**config.mk**
```make
export PLATFORM = sky130hd
export DESIGN_NAME = stall_ctrl
export DESIGN_NICKNAME = d
export VERILOG_FILES = /design/src/rtl/stall_ctrl_pkg.sv /design/src/rtl/stall_ctrl_hazard_detect.sv /design/src/rtl/stall_ctrl.sv
export SDC_FILE = /design/constraint.sdc
export NUM_CORES = 1
export LEC_CHECK = 0
export CAP_MARGIN = 20
export CORE_MARGIN = 2
export CORE_UTILIZATION = 47
export DETAILED_ROUTE_END_ITERATION = 8
export PLACE_DENSITY = 0.89
export SETUP_SLACK_MARGIN = 0.3
export SLEW_MARGIN = 0
export SYNTH_ARGS = -nofsm -noshare
export SYNTH_HDL_FRONTEND = slang
export SYNTH_SLANG_ARGS = --single-unit
```
**constraint.sdc**
```tcl
create_clock -name clk_sc -period 6.05 [get_ports clk_sc]
set_input_delay 1.21 -clock clk_sc [delete_from_list [all_inputs] [get_ports clk_sc]]
set_output_delay 1.21 -clock clk_sc [all_outputs]
set_load 0.02 [all_outputs]
```
**src/rtl/stall_ctrl_pkg.sv**
```systemverilog
// stall_ctrl_pkg: shared definitions for the fetch/hazard controller.
//   state_t  - 2-bit FSM state encoding
//   REG_ZERO - architectural zero register index (never a real hazard source)
package stall_ctrl_pkg;

  typedef enum logic [1:0] {
    ST_BOOT      = 2'd0,
    ST_RUN       = 2'd1,
    ST_JUMP_WAIT = 2'd2,
    ST_REDIRECT  = 2'd3
  } state_t;

  localparam logic [4:0] REG_ZERO = 5'd0;

endpackage

```
**src/rtl/stall_ctrl_hazard_detect.sv**
```systemverilog
// stall_ctrl_hazard_detect: combinational load-use comparator.
// Ports:
//   id_valid, id_rs1/id_rs2, id_rs1_used/id_rs2_used - ID-stage sources
//   ex_valid, ex_mem_read, ex_rd                      - EX-stage load
//   hazard                                            - ID reads the EX load result
module stall_ctrl_hazard_detect
  import stall_ctrl_pkg::*;
(
  input  logic       id_valid,
  input  logic [4:0] id_rs1,
  input  logic [4:0] id_rs2,
  input  logic       id_rs1_used,
  input  logic       id_rs2_used,
  input  logic       ex_valid,
  input  logic       ex_mem_read,
  input  logic [4:0] ex_rd,
  output logic       hazard
);

  logic w_rs1_hit;
  logic w_rs2_hit;

  assign w_rs1_hit = id_rs1_used && (id_rs1 == ex_rd);
  assign w_rs2_hit = id_rs2_used && (id_rs2 == ex_rd);

  // Loads into x0 are discarded, so they never create a dependency.
  assign hazard = id_valid && ex_valid && ex_mem_read && (ex_rd != REG_ZERO)
                  && (w_rs1_hit || w_rs2_hit);

endmodule

```
**src/rtl/stall_ctrl.sv**
```systemverilog
// stall_ctrl: fetch/hazard controller driving the PC hold/redirect inputs and
// the IF/ID, ID/EX pipeline register controls.
//
// state      | meaning
// -----------+------------------------------------------------------------
// BOOT       | one cycle after reset; matches the PC's forced-zero cycle
// RUN        | normal flow; load-use stalls and jump detection
// JUMP_WAIT  | fetch held until the control instruction in EX resolves
// REDIRECT   | one cycle presenting npc to the PC; wrong-path fetch dropped
//
// Ports:
//   clk_sc, rst_sc (sync, active-high)
//   id_* / ex_*            - pipeline status inputs
//   pipline_stop(_jump)    - PC hold controls, npc drives PC din
//   stall_ifid, flush_ifid, flush_idex - pipeline register controls
//   jump_err               - sticky jump-wait timeout flag
//   load_stall_cnt, jump_stall_cnt - saturating stall-cycle counters
module stall_ctrl
  import stall_ctrl_pkg::*;
#(
  parameter int JUMP_TIMEOUT = 15,
  parameter int CNT_W        = 16
) (
  input  logic             clk_sc,
  input  logic             rst_sc,
  input  logic             id_valid,
  input  logic             id_is_jump,
  input  logic [4:0]       id_rs1,
  input  logic [4:0]       id_rs2,
  input  logic             id_rs1_used,
  input  logic             id_rs2_used,
  input  logic             ex_valid,
  input  logic             ex_mem_read,
  input  logic [4:0]       ex_rd,
  input  logic             ex_br_resolved,
  input  logic             ex_br_taken,
  input  logic [31:0]      ex_br_target,
  input  logic [31:0]      ex_br_pc4,
  output logic             pipline_stop,
  output logic             pipline_stop_jump,
  output logic [31:0]      npc,
  output logic             stall_ifid,
  output logic             flush_ifid,
  output logic             flush_idex,
  output logic             jump_err,
  output logic [CNT_W-1:0] load_stall_cnt,
  output logic [CNT_W-1:0] jump_stall_cnt
);

  localparam int                WAIT_W    = $clog2(JUMP_TIMEOUT + 1);
  localparam logic [WAIT_W-1:0] WAIT_LAST = WAIT_W'(JUMP_TIMEOUT - 1);

  state_t            r_state;
  state_t            w_state;
  logic [31:0]       r_npc_q;
  logic [WAIT_W-1:0] r_wait_cnt;
  logic              r_jump_err;
  logic [CNT_W-1:0]  r_load_cnt;
  logic [CNT_W-1:0]  r_jump_cnt;
  logic              w_hazard;
  logic              w_jump_in_id;

  stall_ctrl_hazard_detect u_hazard (
    .id_valid    (id_valid),
    .id_rs1      (id_rs1),
    .id_rs2      (id_rs2),
    .id_rs1_used (id_rs1_used),
    .id_rs2_used (id_rs2_used),
    .ex_valid    (ex_valid),
    .ex_mem_read (ex_mem_read),
    .ex_rd       (ex_rd),
    .hazard      (w_hazard)
  );

  // Outputs are combinational; forcing BOOT while reset is asserted makes the
  // reset take effect on the outputs immediately rather than at the next edge.
  assign w_state      = rst_sc ? ST_BOOT : r_state;
  assign w_jump_in_id = id_valid && id_is_jump && !w_hazard;

  always_comb begin
    pipline_stop      = 1'b0;
    pipline_stop_jump = 1'b0;
    stall_ifid        = 1'b0;
    flush_ifid        = 1'b0;
    flush_idex        = 1'b0;
    case (w_state)
      ST_BOOT: begin
        flush_ifid = 1'b1;
        flush_idex = 1'b1;
      end
      ST_RUN: begin
        if (w_hazard) begin
          pipline_stop = 1'b1;
          stall_ifid   = 1'b1;
          flush_idex   = 1'b1;
        end else if (w_jump_in_id) begin
          pipline_stop_jump = 1'b1;
        end
      end
      ST_JUMP_WAIT: begin
        pipline_stop_jump = 1'b1;
        stall_ifid        = 1'b1;
        flush_idex        = 1'b1;
      end
      ST_REDIRECT: begin
        flush_ifid = 1'b1;
      end
      default: ;
    endcase
  end

  always_ff @(posedge clk_sc) begin
    if (rst_sc) begin
      r_state    <= ST_BOOT;
      r_npc_q    <= '0;
      r_wait_cnt <= '0;
      r_jump_err <= 1'b0;
      r_load_cnt <= '0;
      r_jump_cnt <= '0;
    end else begin
      case (r_state)
        ST_BOOT: r_state <= ST_RUN;
        ST_RUN: begin
          if (w_jump_in_id) begin
            r_state    <= ST_JUMP_WAIT;
            r_wait_cnt <= '0;
          end
        end
        ST_JUMP_WAIT: begin
          // A resolve on the final wait cycle still wins over the timeout.
          if (ex_br_resolved) begin
            r_npc_q <= ex_br_taken ? ex_br_target : ex_br_pc4;
            r_state <= ST_REDIRECT;
          end else if (r_wait_cnt == WAIT_LAST) begin
            r_jump_err <= 1'b1;
            r_npc_q    <= ex_br_pc4;
            r_state    <= ST_REDIRECT;
          end else begin
            r_wait_cnt <= r_wait_cnt + 1'b1;
          end
        end
        ST_REDIRECT: r_state <= ST_RUN;
        default:     r_state <= ST_BOOT;
      endcase

      if (pipline_stop && (r_load_cnt != '1))
        r_load_cnt <= r_load_cnt + 1'b1;
      if (pipline_stop_jump && (r_jump_cnt != '1))
        r_jump_cnt <= r_jump_cnt + 1'b1;
    end
  end

  assign npc            = rst_sc ? 32'd0 : r_npc_q;
  assign jump_err       = r_jump_err;
  assign load_stall_cnt = r_load_cnt;
  assign jump_stall_cnt = r_jump_cnt;

endmodule

```
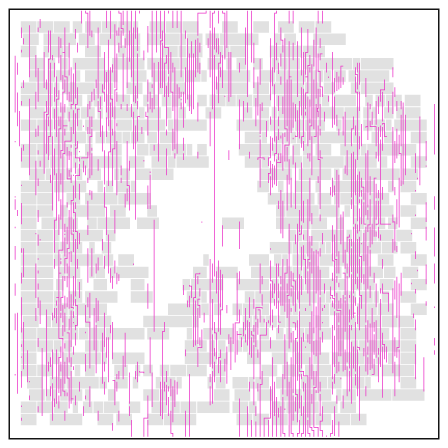
*Signal wires on met2, run 1*
Cells faint in the background.
wire length on this layer: 5190 um
longest straight run: 49.0 um

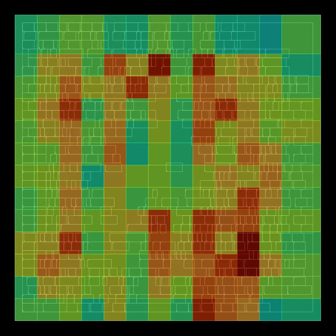
*Track usage over the die, run 1*
met2 Use GR: 40.4%
GR peak layer: met2
met1 usage: 26.8%
Final Util: 70.4%

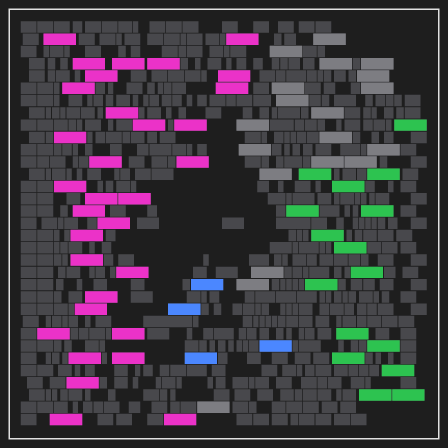
*Where the registers sit, run 1*
Other sequential cells in the stronger grey, the rest of the logic in the fainter grey.
[load_stall_cnt] green | sequential cells: 16
[r_npc_q] magenta | sequential cells: 32
[r_wait_cnt] blue | sequential cells: 4 | where: south

==> Changelog: implementation, run 1 <==
### Implementation results

* Synth Seq Share at 36.6%
* Reg2reg end: jump_stall_cnt[15]$_SDFFE_PP0P_
* Clock sinks at 71
* Routability cong. at approximately 0.80
* CTS Buf Count at 9
* Clock buffers at 10
* DRC Markers at 0
* Hold depth at 2
* FP Core Util at 48.0%
* CP Launch Point: ex_rd[0]
* HP Start: jump_err$_SDFFE_PP0P_
* # Taps at 105
* Fin cells at 745
* Max-Cap Viols at 0
* Post-CTS Setup Bufs at 0
* Status: finished clean
* Post-synthesis cell area at 3880 um2
* Final-layout fill cell count at ~610
* Routed WL at 10500 um
* Core Region at 8090 um2
* Synth area leaders: dfxtp_1, a311oi_1, nor2b_1
* First-pass GRT wire length at 16900 um
* Worst VDD drop at 0.114 mV
* Max Fclk at 208 MHz
* XOR Share, Synth at about 5.4%
* GRT Util Overall at 23.5%
* Final worst slack at roughly 1200 ps
* Final min period at ~4800 ps
* Flop area at roughly 1400 um2
* Post_cts resized at 0
* Reg2Reg Launch Point: r_state[0]$_SDFFE_PP0P_
* Buffers, non-clock at 162
* Post-synth area from yosys stat at 3880 um2
* Async S/R FF share, synth at 0%
* Syn_nets at approximately 600
* Clk tree area frac at under 10%
* Max-area cell share at between 30% and 40%
* Slowest-stage cell, CP: clkdlybuf4s50_1
* Mapped Avg Cell Area at 7.83 um2
* Worst Hold End: jump_err$_SDFFE_PP0P_
* Setup-failing EPs final at 0
* Io pins at 159
* Seq cells at between 70 and 80
* Yosys top cell by area: dfxtp_1
* Reg clk slew, reported paths at 80 ps
* Count of library flops with an enable pin at 0
* CTS root buf: clkbuf_8
* Via/cell ratio at roughly 5.5
* Commonest Layout Cell: clkdlybuf4s50_1
* Hold slack at 491 ps
* Buffers & Inverters on Critical Path at 2
* CTS tree: built
* Final ANT Viol Nets at 0
* Ao+oa area frac at 15.5%
* Pre-CTS setup slack at 1410 ps
* Hold_buf cts at 0
* Setup crit start kind: input pin
* PwrDens at ~230 nW/um2
* Delay-heaviest family, CP: buffers and inverters
* Worst Reg2Reg Path Length in Cells at 7
* Die area at 9000 um2
* Clock Skew at 12.0 ps
* OpenROAD warning count at 33
* CP Cell Sequence: clkdlybuf4s50_1 -> xnor2_1 -> nand4_1 -> o22ai_1 -> and2_1 -> nand2_1 -> a21oi_1 -> clkdlybuf4s50_1
* Final non-filler cell area at 5700 um2
* HPWL Detailed at approximately 7700 um
* Synth warn at 0
* Top logic family: simple AND/OR/NAND/NOR gates
* Vias in the first global route at 3892
* End point of the critical path: flush_idex
* Tightest Hold Check Type: reg -> reg
* Number of cells in Yosys stat at 496
* Adder and majority gate portion of the synthesized area at 3.22%
* Cell variety after synth at between 40 and 50
* Main flop type: dfxtp_1
* P&R area growth vs syn at 46.7%
* Largest net degree at the start of global routing at 105
* Mapped Cells at 496
* Multi-input combinational area share at about 40%
* Gate Area at between 2000 and 2500 um2
* DRT Pass-1 Iters at 5
* Die extent in x at 94.9 um
* Non-clk buf share at 28.2%
* CP Depth at 8
* ANT cells at 0
* Final hold vios at 0
* Top cells by count, synth: dfxtp_1, nor2_1, nand2_1, nand3_1, nor2b_1
* Worst reg2reg setup slack at 3320 ps
* Worst Max-Slew Pin Slew at 1040 ps
* Leak pwr at ~0.0020 uW
* Clock Path Buffers at 2
* GRT Residual Overflow at 0
* Crit path largest cell delay at 630 ps
* WS Path Type: in -> out
* H-tree depth at 3
* DP Cell Count at 729
* Initial DRC Count at between 150 and 200
* Flop share of the area at 25.0%
* Worst Path Required at 4840 ps
* CP Max Fanout at 4
* Die H at 94.9 um
* Clk latency late pin at 350 ps
* Layout cells sized above 1 at 5.00%
* Top logic cells by instance count in the layout: clkdlybuf4s50_1, dfxtp_1, nor2_1
* Ys flops at 71
* Pwr Total at 1320 uW
* Synth top cell by count: dfxtp_1
* Relative slew slack at 30.6%
* Vias at 4113
* Count of buffers from port buffering at 158
* Non-clock inverter count in the final layout at 12
* Basic Gates by Area at 33.0%
* Critical Path AT at 3600 ps
* CP dominant cell by count: clkdlybuf4s50_1
* Comb gates at between 300 and 400
* Final TNS setup at 0 ps
* Wire per inst at 14.1 um
==> run 1: registers in the layout, indices dropped and copies added, names as in the netlist <==
signal          flops
r_npc_q            32
jump_stall_cnt     16
r_state             2
load_stall_cnt     16
jump_err            1
r_wait_cnt          4
==> run 1: power by group <==
group | total [uW] | internal (uW) | switching, uW | leakage [uW]
clock | 393 | 204 | 189 | 0.000103
combinational | 383 | 186 | 197 | 0.00136
sequential | 541 | 514 | 26.9 | 0.000575
==> run 1: routing by layer <==
| metal | wire length, um | up-vias | track usage (%) |
|---|---|---|---|
| li1 | - | 2025 | - |
| met1 | 4270 | 1884 | 26.8 |
| met2 | 5190 | 183 | 40.4 |
| met3 | 832 | 21 | 7.18 |
| met4 | 226 | 0 | 9.90 |
| met5 | 0 | - | 0 |
### I/O nets highlighted, run 1

The bar under the picture is 20 um long.
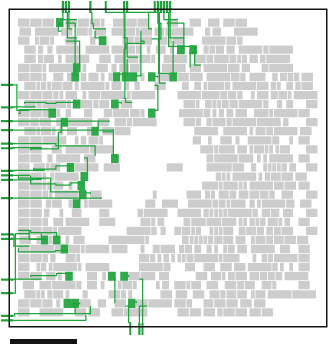

==> inputs of run 2 (changes only) <==
--- a/config.mk
+++ b/config.mk
@@ -7,9 +7,9 @@
 export LEC_CHECK = 0
 export CAP_MARGIN = 20
 export CORE_MARGIN = 2
-export CORE_UTILIZATION = 47
+export CORE_UTILIZATION = 44
 export DETAILED_ROUTE_END_ITERATION = 8
-export PLACE_DENSITY = 0.89
+export PLACE_DENSITY = 0.84
 export SETUP_SLACK_MARGIN = 0.3
 export SLEW_MARGIN = 0
 export SYNTH_ARGS = -nofsm -noshare
==> constraint.sdc (replaced) <==
create_clock -name clk_sc -period 5 [get_ports clk_sc]
set_input_delay 1 -clock clk_sc [delete_from_list [all_inputs] [get_ports clk_sc]]
set_output_delay 1 -clock clk_sc [all_outputs]
set_load 0.02 [all_outputs]
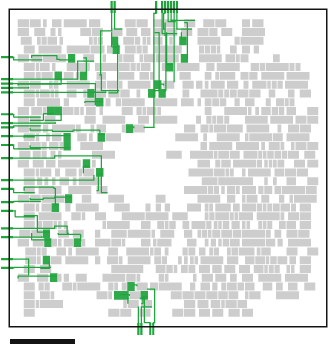
*I/O nets highlighted, run 2*
The bar under the picture is 20 um long.
[npc] green | bits: 32 | direction: output | edge: 19 west, 9 north, 4 south | end cells: 32 | buffers: 32 | wire: 805 um

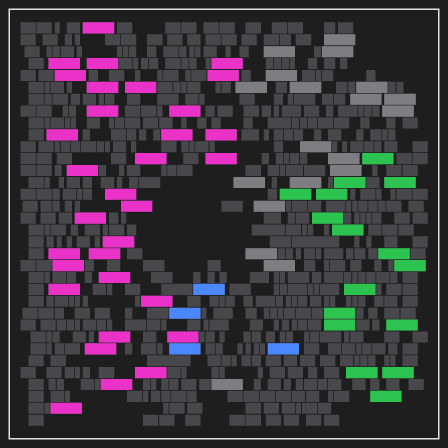
*Where the registers sit, run 2*
Other sequential cells in the stronger grey, the rest of the logic in the fainter grey.
[r_npc_q] magenta | sequential cells: 32
[load_stall_cnt] green | sequential cells: 16
[r_wait_cnt] blue | sequential cells: 4 | where: south
not coloured: 19

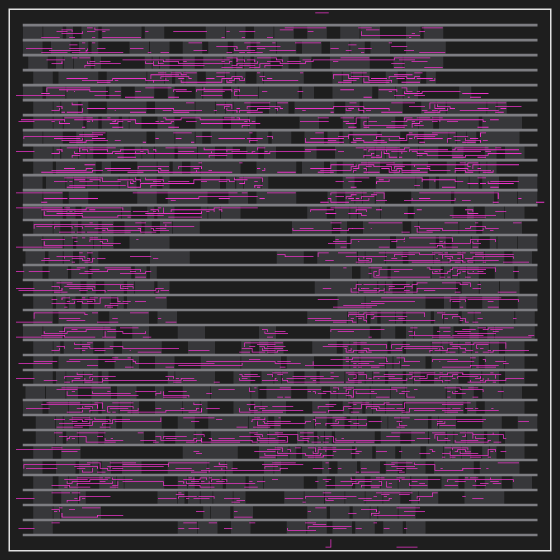
*The metal 1 layer, run 2*
Supply wires on this layer in grey. Cells faint in the background.
main direction: horizontal
nets with wire on the layer: 639
share of all routed wire: 41%

==> run 2 against run 1 <==
Worst setup slack got worse by 470 ps. Non-clock buffer count increased by 2. Utilization decreased by 3.9 points. Power increased by 21%. Sequential cell count unchanged. Global-route usage decreased by 1.0 points. Register-to-register slack got worse by 1100 ps. Area after synthesis unchanged. Design area increased by 0.75%. Critical path type unchanged. Critical endpoint unchanged. Highest routed layer unchanged.
==> Changelog: implementation, run 2 <==
### Implementation results

* Status: finished clean
* Reg2Reg Launch Point: r_state[0]$_SDFFE_PP0P_
* Crit path largest cell delay at 630 ps (about the same)
* Die area at 9590 um2 (+6.5%)
* First-pass GRT wire length at 18000 um (+6.4%)
* Synth top cell by count: dfxtp_1
* Synth warn at 0 (unchanged)
* Main flop type: dfxtp_1
* End point of the critical path: flush_idex
* Final Util at 66.5% (-3.9 points)
* Clock buffers at 12 (+2)
* Async S/R FF share, synth at 0% (unchanged)
* Final min period at 4230 ps
* Clock sinks at 71 (unchanged)
* CP dominant cell by count: clkdlybuf4s50_1
* CP Depth at 8 (unchanged)
* Routability cong. at 0.788 (-1.8%)
* Final hold vios at 0 (unchanged)
* DRT Pass-1 Iters at 4 (-1)
* Clock Path Buffers at 2 (unchanged)
* DRC Markers at 0 (unchanged)
* Pre-CTS setup slack at 802 ps (-610 ps)
* Comb gates at 379 (unchanged)
* Final worst slack at 769 ps (-470 ps)
* ANT cells at 0 (unchanged)
* Top logic family: simple AND/OR/NAND/NOR gates
* HPWL Detailed at 7930 um (+2.4%)
* Clk tree area frac at 3.44% (-0.18 points)
* P&R area growth vs syn at 47.8%
* Count of buffers from port buffering at 158 (unchanged)
* Non-clock inverter count in the final layout at 12 (unchanged)
* Die extent in x at 97.9 um (+3.2%)
* Setup crit start kind: input pin
* Worst Reg2Reg Path Length in Cells at 7 (unchanged)
* Worst reg2reg setup slack at 2240 ps (-1080 ps)
* Fin cells at 749 (+0.54%)
* XOR Share, Synth at 5.41% (unchanged)
* Flop area at 1420 um2 (unchanged)
* Tightest Hold Check Type: reg -> reg
* WS Path Type: in -> out
* Reg2reg end: jump_stall_cnt[15]$_SDFFE_PP0P_
* DP Cell Count at 733 (+0.55%)
* Max Fclk at 236 MHz
* Gate Area at 2280 um2 (unchanged)
* Pwr Total at 1590 uW (+21%)
* # Taps at 108 (+2.9%)
* Worst Hold End: jump_err$_SDFFE_PP0P_
* Setup-failing EPs final at 0 (unchanged)
* Max FFs per register at 32 (unchanged)
* Non-clk buf share at 28.9% (+0.62 points)
* Post_cts resized at 0 (unchanged)
* Via/cell ratio at 5.39 (-2.3%)
* Hold slack at 490 ps (-1.02 ps)
* CTS Buf Count at 9 (unchanged)
* Top logic cells by instance count in the layout: clkdlybuf4s50_1, dfxtp_1, nor2_1
* Worst Path Required at 4000 ps (-840 ps)
* Final ANT Viol Nets at 0 (unchanged)
* Ao+oa area frac at 15.5% (unchanged)
* Adder and majority gate portion of the synthesized area at 3.22% (unchanged)
* Flop share of the area at 24.8% (-0.18 points)
* OpenROAD warning count at 31 (-6.1%)
* Max-area cell share at 36.6% (unchanged)
* Count of library flops with an enable pin at 0 (unchanged)
* Largest Register: r_npc_q
* Wire per inst at 14.4 um (+2.0%)
* Synth Seq Share at 36.6% (unchanged)
* Clock Skew at 3.70 ps (-8.34 ps)
* Largest net degree at the start of global routing at 69 (-34%)
* Post-synth area from yosys stat at 3880 um2 (unchanged)
* PwrDens at 277 nW/um2 (+20%)
* Commonest Layout Cell: clkdlybuf4s50_1
* CP Max Fanout at 4 (unchanged)
* CP Launch Point: ex_rd[4]
* Hold depth at 2 (unchanged)
* Vias in the first global route at 4005 (+2.9%)
* Yosys top cell by area: dfxtp_1
* CTS root buf: clkbuf_8
* Max-Cap Viols at 0 (unchanged)
* Syn_nets at 595 (unchanged)
* Critical Path AT at 3230 ps (-370 ps)
* Mapped Cells at 496 (unchanged)
* Die H at 97.9 um (+3.2%)
* Layout cells sized above 1 at 4.99% (-0.0078 points)
* Synth area leaders: dfxtp_1, a311oi_1, nor2b_1
* Worst Max-Slew Pin Slew at 787 ps (-252 ps)
* Final non-filler cell area at 5740 um2 (+0.75%)
* Final-layout fill cell count at 724 (+19%)
* Relative slew slack at 47.3% (+17 points)
* Cell variety after synth at 45 (unchanged)
* Delay-heaviest family, CP: buffers and inverters
* Io pins at 159 (unchanged)
* Ys flops at 71 (unchanged)
* GRT Residual Overflow at 0 (unchanged)
* GRT Util Overall at 22.4% (-1.0 points)
## run 2: cell count changes in the layout (fill, tap and decap cells not counted), sizes merged
cell | before | now
clkbuf | 10 | 12
inv | 13 | 12
buf | 5 | 7
clkinv | 3 | 1
## run 2: kinds of logic after synthesis
group	count (synthesis)
XOR/XNOR	24
flip-flops	71
AND-OR/OR-AND	83
AND/OR/NAND/NOR	257
adder cells (fa/ha/maj)	10
multiplexers	5
buffers and inverters	46
## run 2: metal layers
layer,share of wire [%],track usage [%],vias up
li1,-,-,2030
met1,41,25.9,1847
met2,49,38.9,141
met3,7.2,6.16,20
met4,2.1,9.62,0
met5,0,0,-
## run 2: where the power goes
part,switching (uW),internal [uW]
sequential,33.7,622
combinational,238,230
clock,210,254
Power figures rest on the tool's default switching activity, not on a simulated workload.
